[src/rtl/bfloat16_matrix_loader_pkg.sv]
// Shared definitions for the bfloat16 matrix multiplier datapath: default
// geometry, loader state encoding and the flat-vector element offset helper.
package bf16_mm_pkg;

  localparam int N_DEF    = 16;
  localparam int SIZE_DEF = 2;

  typedef enum logic [1:0] {
    LOAD = 2'd0,
    FIRE = 2'd1,
    WAIT = 2'd2
  } state_e;

  // Bit offset of element (i,j) in a row-major packed SIZE x SIZE matrix.
  function automatic int elem_lsb(input int i, input int j,
                                  input int size = SIZE_DEF,
                                  input int n = N_DEF);
    return (i * size + j) * n;
  endfunction

endpackage

[src/rtl/bfloat16_matrix_loader.sv]
// Collects an A-then-B frame of bfloat16 elements from a valid/ready stream,
// launches the multiplier and holds the operands until it reports completion.
module bfloat16_matrix_loader
  import bf16_mm_pkg::*;
#(
  parameter int N    = N_DEF,
  parameter int SIZE = SIZE_DEF
) (
  input  logic                   clk,
  input  logic                   rst_n,
  input  logic                   in_valid,
  output logic                   in_ready,
  input  logic [N-1:0]           in_data,
  input  logic                   in_last,
  output logic [N*SIZE*SIZE-1:0] a_flat,
  output logic [N*SIZE*SIZE-1:0] b_flat,
  output logic                   op_start,
  input  logic                   op_finish,
  output logic                   busy,
  output logic                   frame_err
);

  localparam int ELEMS = SIZE * SIZE;
  localparam int BEATS = 2 * ELEMS;
  localparam int CW    = $clog2(BEATS);

  state_e                state_q;
  logic [CW-1:0]         cnt_q;
  logic [N*ELEMS-1:0]    a_q;
  logic [N*ELEMS-1:0]    b_q;
  logic                  in_ready_q;
  logic                  op_start_q;
  logic                  busy_q;
  logic                  frame_err_q;

  logic                  accept;
  logic                  is_final;
  logic                  bad;
  logic                  wr;

  // A beat is good only when in_last and the final count agree.
  always_comb begin
    accept   = in_valid && in_ready_q && (state_q == LOAD);
    is_final = (cnt_q == CW'(BEATS - 1));
    bad      = accept && (in_last != is_final);
    wr       = accept && !bad;
  end

  always_ff @(posedge clk or negedge rst_n) begin
    if (!rst_n) begin
      state_q     <= LOAD;
      cnt_q       <= '0;
      in_ready_q  <= 1'b0;
      op_start_q  <= 1'b0;
      busy_q      <= 1'b0;
      frame_err_q <= 1'b0;
    end else begin
      op_start_q  <= 1'b0;
      frame_err_q <= 1'b0;
      unique case (state_q)
        LOAD: begin
          in_ready_q <= 1'b1;
          busy_q     <= 1'b0;
          if (accept) begin
            if (bad) begin
              frame_err_q <= 1'b1;
              cnt_q       <= '0;
            end else if (is_final) begin
              cnt_q      <= '0;
              state_q    <= FIRE;
              in_ready_q <= 1'b0;
              op_start_q <= 1'b1;
              busy_q     <= 1'b1;
            end else begin
              cnt_q <= cnt_q + 1'b1;
            end
          end
        end
        FIRE: begin
          state_q    <= WAIT;
          in_ready_q <= 1'b0;
          busy_q     <= 1'b1;
        end
        WAIT: begin
          if (op_finish) begin
            state_q    <= LOAD;
            in_ready_q <= 1'b1;
            busy_q     <= 1'b0;
          end
        end
        default: begin
          state_q    <= LOAD;
          cnt_q      <= '0;
          in_ready_q <= 1'b0;
          busy_q     <= 1'b0;
        end
      endcase
    end
  end

  // Beat k lands in A element k, beat ELEMS+k in B element k.
  always_ff @(posedge clk or negedge rst_n) begin
    if (!rst_n) begin
      a_q <= '0;
      b_q <= '0;
    end else if (wr) begin
      for (int i = 0; i < SIZE; i++) begin
        for (int j = 0; j < SIZE; j++) begin
          if (cnt_q == CW'(i * SIZE + j))
            a_q[elem_lsb(i, j, SIZE, N) +: N] <= in_data;
          if (cnt_q == CW'(ELEMS + i * SIZE + j))
            b_q[elem_lsb(i, j, SIZE, N) +: N] <= in_data;
        end
      end
    end
  end

  assign in_ready  = in_ready_q;
  assign op_start  = op_start_q;
  assign busy      = busy_q;
  assign frame_err = frame_err_q;
  assign a_flat    = a_q;
  assign b_flat    = b_q;

endmodule

[config.mk]
export PLATFORM = sky130hd
export DESIGN_NAME = bfloat16_matrix_loader
export DESIGN_NICKNAME = d
export VERILOG_FILES = /design/src/rtl/bfloat16_matrix_loader_pkg.sv /design/src/rtl/bfloat16_matrix_loader.sv
export SDC_FILE = /design/constraint.sdc
export NUM_CORES = 1
export LEC_CHECK = 0
export CORE_MARGIN = 2
export CORE_UTILIZATION = 25
export DETAILED_ROUTE_END_ITERATION = 10
export SYNTH_ARGS = -nofsm -noshare
export SYNTH_HDL_FRONTEND = slang
export SYNTH_SLANG_ARGS = --single-unit
export TNS_END_PERCENT = 50
[constraint.sdc]
create_clock -name clk -period 2.81 [get_ports clk]
set_input_delay 0.562 -clock clk [delete_from_list [all_inputs] [get_ports clk]]
set_output_delay 0.562 -clock clk [all_outputs]
set_load 0.02 [all_outputs]
Figure 1. Signal wires by layer.
Bar = 50 um.
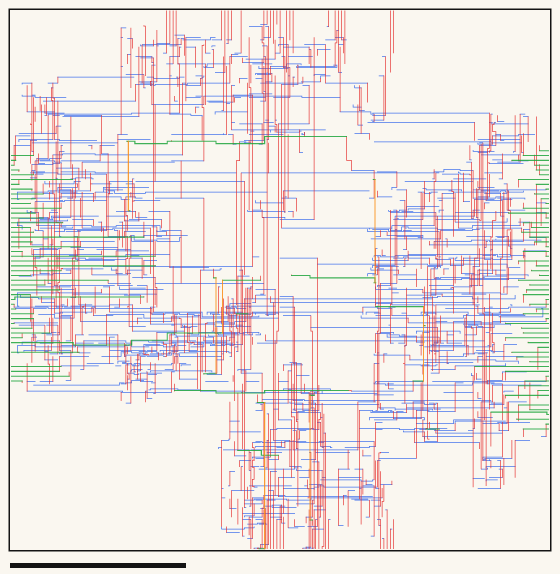
metal 1: shown in blue, wire length 6630 um. metal 3: shown in green, wire length 1120 um. metal 2: shown in red, wire length 6530 um. metal 4: shown in orange, wire length 189 um.
gr usage total: 0.1263
Avg WL per Cell: 18.16 um

Figure 2. Clock distribution.
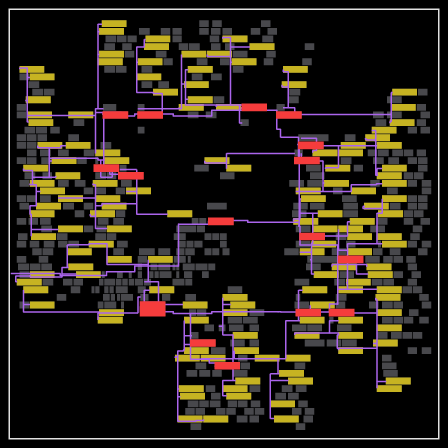
clock wires: shown in purple, length 1780 um. flip-flops: shown in yellow, count 137. clock drivers: shown in red, count 17.
There are 18 routed clock nets.
skew final: 10.58 ps
Clk pwr share: 0.251
P_clk: 2200 uW
latest clock arrival within the worst-skew pair: 410 ps

==> out/results.ini <==
[final_timing]
whs_ps=79.24
max_freq_ghz=0.4448
setup_slack_ps=562.0
worst_pin_slew_ps=503.0
finalHoldViolations=0
post-route-min-period_ps=2248

[synth]
simple_gate_area_frac=0.02430
synthAoiAreaFrac=0.01350
ys_cells=326
synth_seq_share=0.6164
ys_types=26
ys_warn_count=0
fa_ha_area_frac=0.02025

[floorplan]
io_pins=153
fp_util=0.2548

[detailed_routing]
drt_iter0_markers=56
firstDrtPassIters=4
finalWirelength_mm=14.46
top_layer_used=met4
met2_length_mm=6.526
met1_length_mm=6.626

[clocking]
cts_inserted_buffers=17
cts_sinks=137
root_buffer=clkbuf_16

[final_layout]
utilization=0.3682
antenna_cells=0
layout.cells.most_common=clkdlybuf4s50_1

[global_routing]
grt_pass1_wl_mm=22.52

[place]
place.gp.congestion=0.7578
post-dp-hpwl_mm=10.37

[power_and_ir_drop]
p_leak_uw=0.003654
power_switching_uw=2865
combPwrFrac=0.394
pwr_density_cell_nw_per_um2=1089

[setup_path]
r2r-end=a_flat[9]
arrival_ps=2540
path_cells=ha_1 > ha_1 > xnor2_2 > buf_4 > and4_1 > buf_4 > mux2_4

[run_status]
run_status=finished, final reports clean

[run]
cap_violations=0

worst max path at each step:
| stage | from | end | cells past startpoint |
|---|---|---|---|
| 2_1_floorplan | cnt_q[1] | a_flat[10] | 7 |
| 3_3_place_gp | in_valid | b_flat[42] | 6 |
| 3_5_place_dp | in_valid | a_flat[11] | 6 |
| 4_1_cts | cnt_q[1] | b_flat[12] | 7 |
| 5_1_grt | cnt_q[1] | a_flat[9] | 7 |
| 6_report | cnt_q[1] | a_flat[9] | 7 |
synthesized netlist by cell type:
| master | n | area share |
|---|---|---|
| xnor2_2 | 1 | 0.0029 |
| and3_1 | 2 | 0.0022 |
| inv_1 | 7 | 0.0047 |
| a22o_1 | 2 | 0.0032 |
| mux2_2 | 89 | 0.18 |
| a21oi_1 | 4 | 0.0036 |
| nor2b_1 | 1 | 0.0011 |
| dfrtp_1 | 137 | 0.62 |
| nand4_1 | 1 | 0.0011 |
| buf_2 | 2 | 0.0018 |
| mux2_4 | 40 | 0.11 |
| buf_4 | 1 | 0.0014 |
| buf_12 | 4 | 0.014 |
| buf_6 | 6 | 0.012 |
| o32ai_1 | 1 | 0.0016 |
| nand3_2 | 2 | 0.0036 |
| and2b_2 | 1 | 0.0016 |
| nand2_1 | 3 | 0.0020 |
| a31oi_1 | 1 | 0.0011 |
| nand4_2 | 2 | 0.0045 |
| nor3_1 | 1 | 0.00090 |
| ha_1 | 9 | 0.020 |
| and4_1 | 4 | 0.0063 |
| o21ai_0 | 3 | 0.0027 |
| o21a_1 | 1 | 0.0014 |
| nand3_1 | 1 | 0.00090 |
state kept, by name, summed over array words and instances (netlist names):
name       count
a_flat        64
b_flat        64
busy           1
cnt_q          3
frame_err      1
in_ready       1
op_start       1
state_q        2
critical path, delay by kind of cell (launching register included):
family / cells / cell delay, ps
buffers and inverters: 2 / 440
adder cells (fa/ha/maj): 2 / 520
multiplexers: 1 / 320
flip-flops: 1 / 430
AND/OR/NAND/NOR: 1 / 240
XOR/XNOR: 1 / 170
power by group through the flow:
stage	sequential [uW]	combinational, uW	clock (uW)
2_1_floorplan	3860	983	0
3_3_place_gp	3110	3440	0
3_5_place_dp	3130	3480	0
4_1_cts	3110	3490	2270
5_1_grt	3190	3620	2380
6_report	3110	3440	2200
layout make-up:
class	count	area, sq um
Clock buffer	19	442.9
Clock inverter	13	143.9
Fill cell	2092	13790
Inverter	7	26.28
Multi-Input combinational cell	169	1942
Sequential cell	137	3428
Tap cell	280	350.3
Timing Repair Buffer	171	1703
per-stage QoR:
step / power (uW) / cells / instance area, sq um
after floorplan: 4847 / 326 / 5562
after global placement: 6543 / 764 / 7450
after detailed placement: 6611 / 764 / 7450
after CTS: 8864 / 796 / 8036
after global routing: 9198 / 796 / 8036
final: 8750 / 796 / 8036
layer usage:
metal	vias to the layer above	GRT usage
met1	1747	0.1643
li1	1528	-
met4	0	0.03439
met5	-	0
met3	15	0.05444
met2	129	0.1926
Power is estimated from default activity; no workload was simulated.
